<file path="src/rtl/mem_fetch_if_if.sv">
// Memory bus between the fetch stage and the 256x8 RAM.
//   mem_req   : request, held until ack or timeout (master -> slave)
//   mem_we    : write qualifier, valid with mem_req (master -> slave)
//   mem_addr  : access address, stable while mem_req=1 (master -> slave)
//   mem_wdata : write data, stable while mem_req=1 (master -> slave)
//   mem_rdata : read data, valid with mem_ack (slave -> master)
//   mem_ack   : one-cycle completion strobe (slave -> master)
interface mem_fetch_if_if #(
    parameter int unsigned ADDR_W = 8,
    parameter int unsigned DATA_W = 8
);
    logic              mem_req;
    logic              mem_we;
    logic [ADDR_W-1:0] mem_addr;
    logic [DATA_W-1:0] mem_wdata;
    logic [DATA_W-1:0] mem_rdata;
    logic              mem_ack;

    modport master (
        output mem_req, mem_we, mem_addr, mem_wdata,
        input  mem_rdata, mem_ack
    );

    modport slave (
        input  mem_req, mem_we, mem_addr, mem_wdata,
        output mem_rdata, mem_ack
    );
endinterface

</file>
<file path="src/rtl/mem_fetch_if.sv">
// Memory-side fetch stage feeding the uOP decoder. Registers each control-unit
// request, runs a req/ack transaction on the RAM bus, returns read data on ibuf
// and aborts hung accesses after TIMEOUT wait cycles, substituting NOP_WORD.
// Ports:
//   clk, rst_n       : clock, asynchronous active-low reset
//   csel             : access request (level; held high = back-to-back accesses)
//   read_enable      : 1 = read into ibuf, 0 = write wdata
//   addr, wdata      : access address / write data, sampled in IDLE only
//   ibuf, ibuf_valid : last fetched byte, one-cycle update pulse
//   done             : one-cycle pulse when any access finishes
//   busy             : transaction outstanding (combinational from state)
//   err, err_clr     : sticky timeout flag and its synchronous clear
//   mem              : RAM bus, master side
module mem_fetch_if #(
    parameter int unsigned          ADDR_W   = 8,
    parameter int unsigned          DATA_W   = 8,
    parameter int unsigned          TIMEOUT  = 15,
    parameter logic [DATA_W-1:0]    NOP_WORD = '0
) (
    input  logic               clk,
    input  logic               rst_n,
    input  logic               csel,
    input  logic               read_enable,
    input  logic [ADDR_W-1:0]  addr,
    input  logic [DATA_W-1:0]  wdata,
    output logic [DATA_W-1:0]  ibuf,
    output logic               ibuf_valid,
    output logic               done,
    output logic               busy,
    output logic               err,
    input  logic               err_clr,
    mem_fetch_if_if.master     mem
);

    localparam int unsigned CNT_W = (TIMEOUT > 0) ? $clog2(TIMEOUT + 1) : 1;
    localparam logic [CNT_W-1:0] CNT_LAST = CNT_W'((TIMEOUT > 0) ? TIMEOUT - 1 : 0);

    typedef enum logic [1:0] {
        IDLE    = 2'd0,
        RD_WAIT = 2'd1,
        WR_WAIT = 2'd2
    } state_t;

    state_t             state_q, state_d;
    logic [CNT_W-1:0]   cnt_q, cnt_d;
    logic               req_q, req_d;
    logic               we_q, we_d;
    logic [ADDR_W-1:0]  addr_q, addr_d;
    logic [DATA_W-1:0]  wdata_q, wdata_d;
    logic [DATA_W-1:0]  ibuf_q, ibuf_d;
    logic               valid_q, valid_d;
    logic               done_q, done_d;
    logic               err_q, err_d;
    logic               timeout_hit;

    // Last permitted wait cycle; ack on the same edge takes priority below.
    assign timeout_hit = (TIMEOUT > 0) && (cnt_q == CNT_LAST);

    // State and registered outputs.
    always_ff @(posedge clk or negedge rst_n) begin
        if (!rst_n) begin
            state_q <= IDLE;
            cnt_q   <= '0;
            req_q   <= 1'b0;
            we_q    <= 1'b0;
            addr_q  <= '0;
            wdata_q <= '0;
            ibuf_q  <= NOP_WORD;
            valid_q <= 1'b0;
            done_q  <= 1'b0;
            err_q   <= 1'b0;
        end else begin
            state_q <= state_d;
            cnt_q   <= cnt_d;
            req_q   <= req_d;
            we_q    <= we_d;
            addr_q  <= addr_d;
            wdata_q <= wdata_d;
            ibuf_q  <= ibuf_d;
            valid_q <= valid_d;
            done_q  <= done_d;
            err_q   <= err_d;
        end
    end

    // Next-state and next-output logic.
    always_comb begin
        state_d = state_q;
        cnt_d   = cnt_q;
        req_d   = req_q;
        we_d    = we_q;
        addr_d  = addr_q;
        wdata_d = wdata_q;
        ibuf_d  = ibuf_q;
        valid_d = 1'b0;
        done_d  = 1'b0;
        // Clear first so a timeout in the same cycle overrides it.
        err_d   = err_q & ~err_clr;

        case (state_q)
            IDLE: begin
                if (csel) begin
                    addr_d  = addr;
                    wdata_d = wdata;
                    we_d    = ~read_enable;
                    req_d   = 1'b1;
                    cnt_d   = '0;
                    state_d = read_enable ? RD_WAIT : WR_WAIT;
                end
            end
            RD_WAIT, WR_WAIT: begin
                if (mem.mem_ack) begin
                    req_d   = 1'b0;
                    we_d    = 1'b0;
                    done_d  = 1'b1;
                    if (state_q == RD_WAIT) begin
                        ibuf_d  = mem.mem_rdata;
                        valid_d = 1'b1;
                    end
                    state_d = IDLE;
                end else if (timeout_hit) begin
                    req_d   = 1'b0;
                    we_d    = 1'b0;
                    done_d  = 1'b1;
                    err_d   = 1'b1;
                    if (state_q == RD_WAIT) begin
                        ibuf_d  = NOP_WORD;
                        valid_d = 1'b1;
                    end
                    state_d = IDLE;
                end else if (TIMEOUT > 0) begin
                    cnt_d = cnt_q + CNT_W'(1);
                end
            end
            default: begin
                state_d = IDLE;
                req_d   = 1'b0;
                we_d    = 1'b0;
            end
        endcase
    end

    assign busy          = (state_q != IDLE);
    assign ibuf          = ibuf_q;
    assign ibuf_valid    = valid_q;
    assign done          = done_q;
    assign err           = err_q;
    assign mem.mem_req   = req_q;
    assign mem.mem_we    = we_q;
    assign mem.mem_addr  = addr_q;
    assign mem.mem_wdata = wdata_q;

endmodule
</file>
<file path="src/flat_wrapper.sv">
// flat-port wrapper written by rule: the top's interface ports become plain ports
module mem_fetch_if_flat 
#(
    parameter int unsigned          ADDR_W   = 8,
    parameter int unsigned          DATA_W   = 8,
    parameter int unsigned          TIMEOUT  = 15,
    parameter logic [DATA_W-1:0]    NOP_WORD = '0
)
  (clk, rst_n, csel, read_enable, addr, wdata, ibuf, ibuf_valid, done, busy, err, err_clr, mem_mem_req, mem_mem_we, mem_mem_addr, mem_mem_wdata, mem_mem_rdata, mem_mem_ack);
  mem_fetch_if_if #(.ADDR_W(ADDR_W), .DATA_W(DATA_W)) mem_i ();
  input  logic clk;
  input  logic rst_n;
  input  logic csel;
  input  logic read_enable;
  input  logic [ADDR_W-1:0] addr;
  input  logic [DATA_W-1:0] wdata;
  output logic [DATA_W-1:0] ibuf;
  output logic ibuf_valid;
  output logic done;
  output logic busy;
  output logic err;
  input  logic err_clr;
  output wire logic [$bits(mem_i.mem_req)-1:0] mem_mem_req;
  output wire logic [$bits(mem_i.mem_we)-1:0] mem_mem_we;
  output wire logic [$bits(mem_i.mem_addr)-1:0] mem_mem_addr;
  output wire logic [$bits(mem_i.mem_wdata)-1:0] mem_mem_wdata;
  input wire logic [$bits(mem_i.mem_rdata)-1:0] mem_mem_rdata;
  input wire logic [$bits(mem_i.mem_ack)-1:0] mem_mem_ack;
  assign mem_mem_req = mem_i.mem_req;
  assign mem_mem_we = mem_i.mem_we;
  assign mem_mem_addr = mem_i.mem_addr;
  assign mem_mem_wdata = mem_i.mem_wdata;
  assign mem_i.mem_rdata = mem_mem_rdata;
  assign mem_i.mem_ack = mem_mem_ack;
  mem_fetch_if #(.ADDR_W(ADDR_W), .DATA_W(DATA_W), .TIMEOUT(TIMEOUT), .NOP_WORD(NOP_WORD)) u_core (.clk(clk), .rst_n(rst_n), .csel(csel), .read_enable(read_enable), .addr(addr), .wdata(wdata), .ibuf(ibuf), .ibuf_valid(ibuf_valid), .done(done), .busy(busy), .err(err), .err_clr(err_clr), .mem(mem_i));
endmodule
</file>
<file path="config.mk">
export PLATFORM = sky130hd
export DESIGN_NAME = mem_fetch_if_flat
export DESIGN_NICKNAME = d
export VERILOG_FILES = /design/src/rtl/mem_fetch_if_if.sv /design/src/rtl/mem_fetch_if.sv /design/src/flat_wrapper.sv
export SDC_FILE = /design/constraint.sdc
export NUM_CORES = 1
export LEC_CHECK = 0
export CORE_MARGIN = 3
export CORE_UTILIZATION = 46
export DETAILED_ROUTE_END_ITERATION = 6
export HOLD_SLACK_MARGIN = 0.08
export MAX_ROUTING_LAYER = met4
export PLACE_DENSITY = 0.87
export SYNTH_ARGS = -nofsm -noshare
export SYNTH_HDL_FRONTEND = slang
export SYNTH_SLANG_ARGS = --single-unit
</file>
<file path="constraint.sdc">
create_clock -name clk -period 2.7 [get_ports clk]
set_input_delay 0.54 -clock clk [delete_from_list [all_inputs] [get_ports clk]]
set_output_delay 0.54 -clock clk [all_outputs]
set_load 0.005 [all_outputs]
</file>
==> notes.md, run 1 <==
This memo summarizes the results of the implementation run.

Synthesis
The Yosys step of the flow raised 0 warnings. The dominant synthesized flop cell is dfrtp_1. The cell-mix breakdown from Yosys lists the adder-cell area share as 0.0338.

Per the synthesis report, the AND-OR/OR-AND share of the synthesized area is 0.124. The flip-flop and latch count after synthesis is 34.

Routing
The final route contains 1,173 vias. The total iterations of the first detailed-routing run is 4. In the routed layout, each cell is associated on average with a via count of 5.31. The routed length on met1 is 1.53 mm.

STA
The setup total negative slack is 0 ns. The highest achievable clock rate is 0.437 GHz. The shortest period the worst path allows is 2.29 ns.

The final critical-path share of the clock period is 0.847.

Floorplanning
60 I/O pins were placed. The row count is 19.

Cells and area
The combinational fraction of the cell area is 0.266. The dominant logic cell type in the layout is clkdlybuf4s50_1. The library cells used most frequently in the layout, excluding fill and tap cells, are clkdlybuf4s50_1, dfrtp_1, mux2_2.

The non-clock buffer instance count of the final layout is 60. The layout cell share with drive strength beyond 1 is 0.179. The final-stage net count is 212. After the flow finishes, the layout carries non-filler instances totaling 221.

Setup path
The report puts the cell count of the worst reg-to-reg path at 5. The largest individual stage delay along the critical path comes from the cell clkdlybuf4s50_1. The startpoint of the lowest-slack register-to-register path is u_core.mem.mem_we.

The worst setup path is launched from a flop. The delay contributed by the slowest stage of the critical path is between 0.5 and 0.6 ns. Per STA, the library cell used most along the worst path is inv_1. STA classifies the critical path endpoint as an output port. The number of buffers and inverters on the critical path is 3.

Placement
Per the detailed placement report, the placed cell area equals 2110 um^2. Per the gpl log, the routability congestion estimate is 0.807.

CTS
Per the skew report, the later register of the worst-skew pair sees a clock latency of between 0.3 and 0.4 ns. The number of buffers inserted for hold repair after clock tree synthesis is 0.

Status
The run finished with clean final reports.
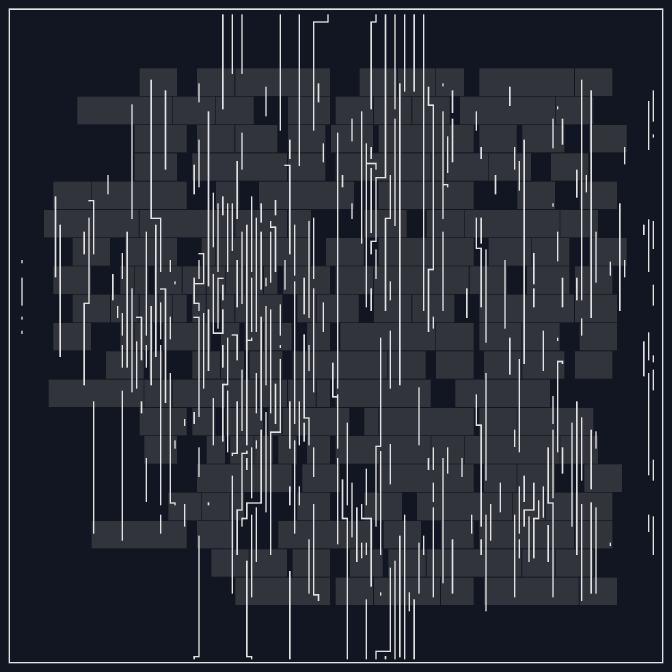
(run_1/layer_met2.png)
nets with wire on the layer = 193
longest straight run = 28.9 um
share of all routed wire = 48%
wire length on this layer = 1,650 um

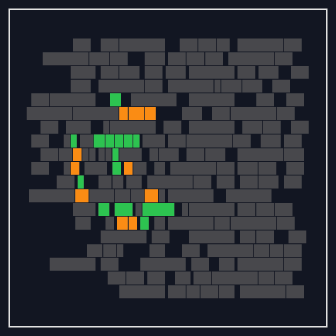
(run_1/logic_types.png)
aoi and oai cells -> orange  # cells 10, most used o21ai_0
nand cells -> green  # cells 14, most used nand3_1

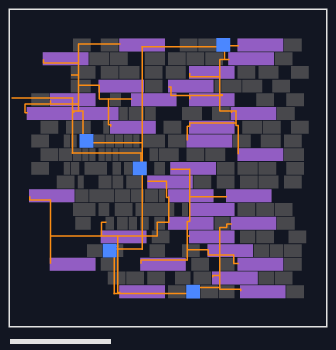
(run_1/clk_routes.png)
The bar under the picture is 20 um long.
clock wires -> orange  # length 426 um
flip-flops -> purple  # count 34
clock drivers -> blue  # count 5
routed clock nets = 6

==> run_1/placement_by_type.png <==
The bar under the picture is 20 um long.
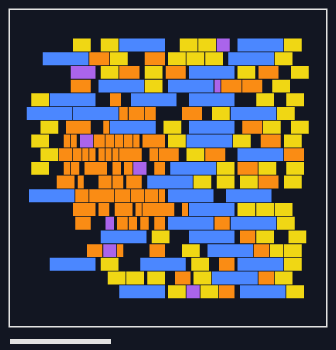

## Run 2: what changed since run 1
--- a/config.mk
+++ b/config.mk
@@ -6,11 +6,11 @@
 export NUM_CORES = 1
 export LEC_CHECK = 0
 export CORE_MARGIN = 3
-export CORE_UTILIZATION = 46
+export CORE_UTILIZATION = 42
 export DETAILED_ROUTE_END_ITERATION = 6
 export HOLD_SLACK_MARGIN = 0.08
 export MAX_ROUTING_LAYER = met4
-export PLACE_DENSITY = 0.87
+export PLACE_DENSITY = 0.8
 export SYNTH_ARGS = -nofsm -noshare
 export SYNTH_HDL_FRONTEND = slang
 export SYNTH_SLANG_ARGS = --single-unit
==> constraint.sdc (replaced) <==
create_clock -name clk -period 2.3 [get_ports clk]
set_input_delay 0.46 -clock clk [delete_from_list [all_inputs] [get_ports clk]]
set_output_delay 0.46 -clock clk [all_outputs]
set_load 0.005 [all_outputs]
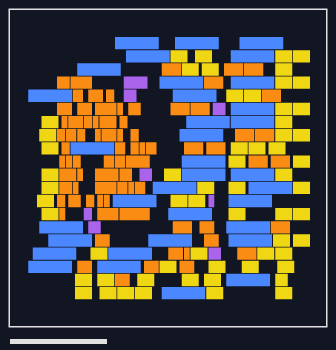
(run_2/placement_by_type.png)
The bar under the picture is 20 um long.
remaining buffers and delay cells -> yellow  # cells 60
combinational and other logic -> orange  # cells 77
clock drivers and dummy loads -> purple  # cells 8
sequential cells -> blue  # cells 34

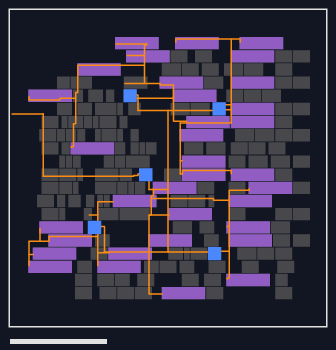
(run_2/clk_routes.png)
The bar under the picture is 20 um long.
flip-flops -> purple  # count 34
clock drivers -> blue  # count 5
clock wires -> orange  # length 406 um
routed clock nets = 6

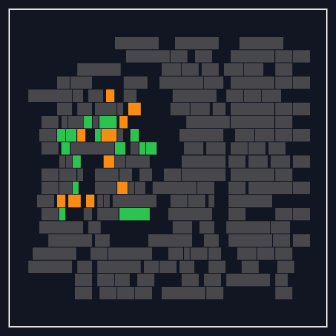
(run_2/logic_types.png)
nand cells -> green  # cells 14, most used nand3_1, where middle left
aoi and oai cells -> orange  # cells 10, most used o21ai_0

==> notes.md, run 2 <==
This memo summarizes the results of the implementation run.

Setup path
For the worst flop-to-flop path, the logic depth is 5. The critical path startpoint category is a flop. The cell at the slowest stage of the critical path is clkdlybuf4s50_1. In this run the register-to-register setup slack is 0.43 ns. The kind of capture point of the worst setup path is an output port. For the worst reg-to-reg path, the startpoint reported by OpenROAD is u_core.state_q[0]. The delay contributed by the slowest stage of the critical path is 0.52 ns. The source of the critical timing path is u_core.mem.mem_we. The STA report counts the stages on the worst setup path as 4. By instance count, the cell type seen most on the critical path is inv_1. The number of buffers and inverters on the critical path is 3.

Synthesis
The adder-cell area share of the yosys netlist is 0.0338. Once synthesis finished, the tally of register bits stood at 34. The Yosys step of the flow raised 0 warnings. The share of Yosys cell area claimed by the top area cell type is 0.575. The share of the Yosys chip area taken by registers is 0.575.

In this run, the synthesized area fraction spent on AND-OR/OR-AND gates is recorded as 0.124. Per the synth stats, the flop cell with the highest instance count is dfrtp_1. By count the netlist is led by dfrtp_1, mux2_2, a22o_1.

Cells and area
Once layout is done, the placed cells without fillers occupy 2170 um^2. The dominant logic cell type in the layout is clkdlybuf4s50_1. The combinational fraction of the cell area is 0.266.

Per the final layout report, the fraction of cells sized above drive strength 1 comes to 0.179. The number of non-clock inverters in the layout is 8. For this run, the number of standard cells in the final layout without fillers is approximately 220. The top cell types in the final layout, fill and taps aside, are clkdlybuf4s50_1, dfrtp_1, mux2_2. Counting plain and timing-repair buffers in the layout gives 60.

Routing
The routed length on met1 is 1.54 mm. The average via count per standard cell is 5.17. The number of vias in the routed layout is around 1,200. The total iterations of the first detailed-routing run is 4.

GRT
Entering global routing, the biggest net connects 35 pins.

Placement
The cell area after placement is 2110 um^2. Per the gpl log, the routability congestion estimate is 0.893.

STA
Setup repair after global routing left no endpoint under its margin. The minimum setup slack in the final design is 0.134 ns. In the final timing run, aggregate negative setup slack is 0 ns.

The final timing report derives a shortest allowable period of 2.17 ns. The final critical-path share of the clock period is 0.942. For this run, the top clock speed supported by timing is 0.462 GHz.

Floorplanning
The initialized floorplan defines 20 standard-cell rows. The area of the core is 3200 um^2. The floorplan report gives the top-level pin count as around 60.

CTS
The post-CTS setup-driven buffer insertion count is 0. After clock tree synthesis, the flow added hold-fix buffers numbering 0.

Status
The flow ran to the end, and the final reports show no timing, DRC or antenna violations.
==> run_2/layer_met2.png <==
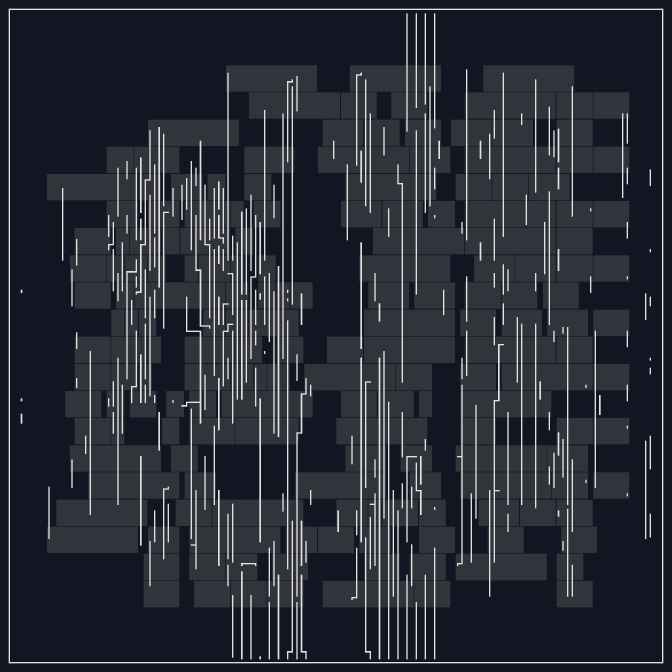

## Run 3: what changed since run 2
--- a/config.mk
+++ b/config.mk
@@ -5,8 +5,10 @@
 export SDC_FILE = /design/constraint.sdc
 export NUM_CORES = 1
 export LEC_CHECK = 0
+export CORE_ASPECT_RATIO = 1.5
 export CORE_MARGIN = 3
 export CORE_UTILIZATION = 42
+export CTS_CLUSTER_SIZE = 24
 export DETAILED_ROUTE_END_ITERATION = 6
 export HOLD_SLACK_MARGIN = 0.08
 export MAX_ROUTING_LAYER = met4
==> constraint.sdc (replaced) <==
create_clock -name clk -period 2.3 [get_ports clk]
set_input_delay 0.46 -clock clk [delete_from_list [all_inputs] [get_ports clk]]
set_output_delay 0.46 -clock clk [all_outputs]
set_load 0.1 [all_outputs]
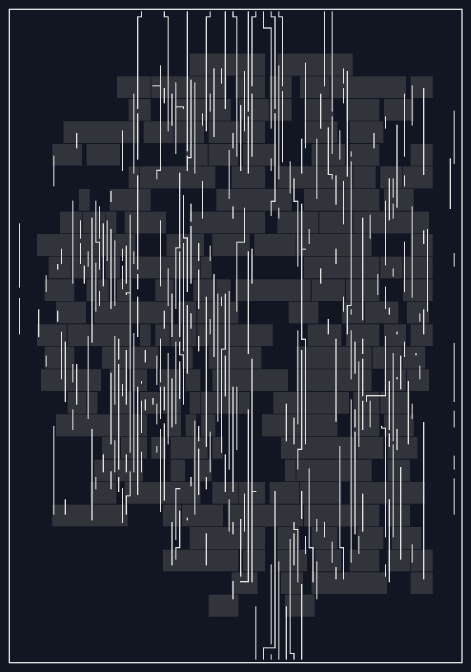
(run_3/layer_met2.png)
main direction = vertical
share of all routed wire = 52%

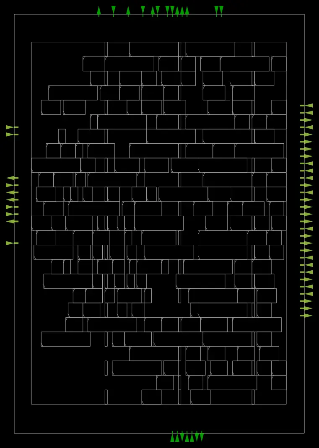
(run_3/placement.png)
filler cell count in the final layout: 273
core occupancy in the finished layout: 0.660

==> notes.md, run 3 <==
This memo summarizes the results of the implementation run.

Status
The run finished with clean final reports.

Placement
The buffer_ports step reported a buffer count of 59. Per the detailed placement report, the placed cell area equals 2060 um^2. The estimated wirelength of the detail-placed design is between 2 and 3 mm. The final weighted congestion of routability-driven global placement is between 0.8 and 0.9.

GRT
The largest net degree at the start of global routing is 35. In the global route stage, met3 resource usage came out at 0.0512. The number of antenna violations at the first check in global routing is 0. The all-layer global routing usage is 0.177.

Routing
The post-route report lists met1 wire length as 1.33 mm. Summed over all nets, wire length on met3 after detailed routing comes to around 260 um. The total iterations of the first detailed-routing run is 4.

The count of unresolved DRC violations after routing is 0. The violation count after the first detailed-routing iteration is 39. The number of vias in the routed layout is around 1,200.

The average via count per standard cell is between 5 and 6.

Synthesis
The adder-cell area share of the yosys netlist is 0.0338. The average instance area after synthesis is approximately 13 um^2. In this run, synthesis inferred 0 flip-flops with an integrated enable.

The number of nets handed over by synthesis was 148. Of the post-synthesis cell area, the dominant cell type holds 0.575. Per the synthesis report, the AND-OR/OR-AND share of the synthesized area is 0.124.

Per Yosys stat, the portion of area used by sequential elements is 0.575. The Yosys warning count is 0. The flip-flop and latch count after synthesis is 34. In this run, the synthesized area fraction spent on and/or/nand/nor cells is recorded as 0.111. The dominant synthesized flop cell is dfrtp_1. The synthesis run shows the most used standard cells to be dfrtp_1, mux2_2, a22o_1. The area share of xor/xnor cells in the synthesized design is 0.

Of all cell types, the one taking the most synthesized area is dfrtp_1.

Cells and area
Relative to the synthesized area, the layout overhead comes to 45.3%. In the layout the commonest cells are dfrtp_1, buf_4, clkdlybuf4s50_1. The non-clock inverters instantiated in the layout total 8. The combinational fraction of the cell area is 0.269.

Leaving out the clock tree, the finished layout contains a buffer count of 61. The dominant logic cell type in the layout is dfrtp_1. The design area is between 2000 and 2500 um^2.

The final standard cell count with taps included and fillers excluded is 220. Of all the cell area in the finished design, the clock network holds 0.0425. The finished design was reported to have a net count of between 200 and 250. Registers take roughly 850 um^2.

Of the cells placed in the final design, the portion with a size suffix greater than 1 is 0.361.

STA
In the finished design, the share of the clock period the worst path needs comes to 0.884. The setup total negative slack is 0 ns. The minimum setup slack in the final design is 0.267 ns. The shortest period the worst path allows is between 2 and 2.5 ns.

The pin slew with the least headroom to its limit is 0.419 ns. Setup repair after global routing left no endpoint under its margin. For reference, the final report shows the max-slew violation count at 0. Per the timing report, the achievable frequency comes out to about 0.49 GHz.

Setup path
Per STA, the startpoint of the critical path is u_core.mem.mem_we. The STA report counts the stages on the worst setup path as 4. The critical path's slowest stage uses the library cell dfrtp_2. The launch point of the worst register-to-register path is recorded as u_core.mem.mem_we. For the worst setup path, the data required time is 1.84 ns. The worst setup path is captured at an output port.

The number of buffers and inverters on the critical path is 3. The critical path startpoint category is a flop. Traced cell by cell, the critical path runs through inv_1 > ha_1 > clkinvlp_4 > buf_12.

The delay contributed by the slowest stage of the critical path is between 0.4 and 0.5 ns. For reference, the critical path is captured by busy. The cell depth of the worst flop-to-flop path is 5. The largest fanout on the critical path is 6. The critical path data arrival time is 1.57 ns. The reg-to-reg setup timing slack is 0.54 ns.

CTS
The H-tree was split into 2 levels. The number of buffers inserted for hold repair after clock tree synthesis is 0. After clock tree synthesis, the setup repair step added 0 buffers.

The TritonCTS clock tree is built. The insertion delay to the later sink of the worst-skew pair is 0.28 ns. The number of clock sinks is 34. The number of cells upsized or downsized after cts is 0.

Floorplanning
Across the placement rows, the number of tap cells is 40. roughly 60 I/O pins were placed. The area of the core is 3250 um^2.

The row count is 25.

Min path
STA shows the worst min-delay path finishing at u_core.mem.mem_req. For the worst min-delay path, the startpoint reported by OpenROAD is u_core.mem.mem_req.
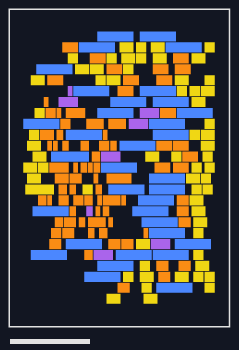
(run_3/placement_by_type.png)
The bar under the picture is 20 um long.
sequential cells -> blue  # cells 34
clock drivers and dummy loads -> purple  # cells 8
combinational and other logic -> orange  # cells 77
remaining buffers and delay cells -> yellow  # cells 61

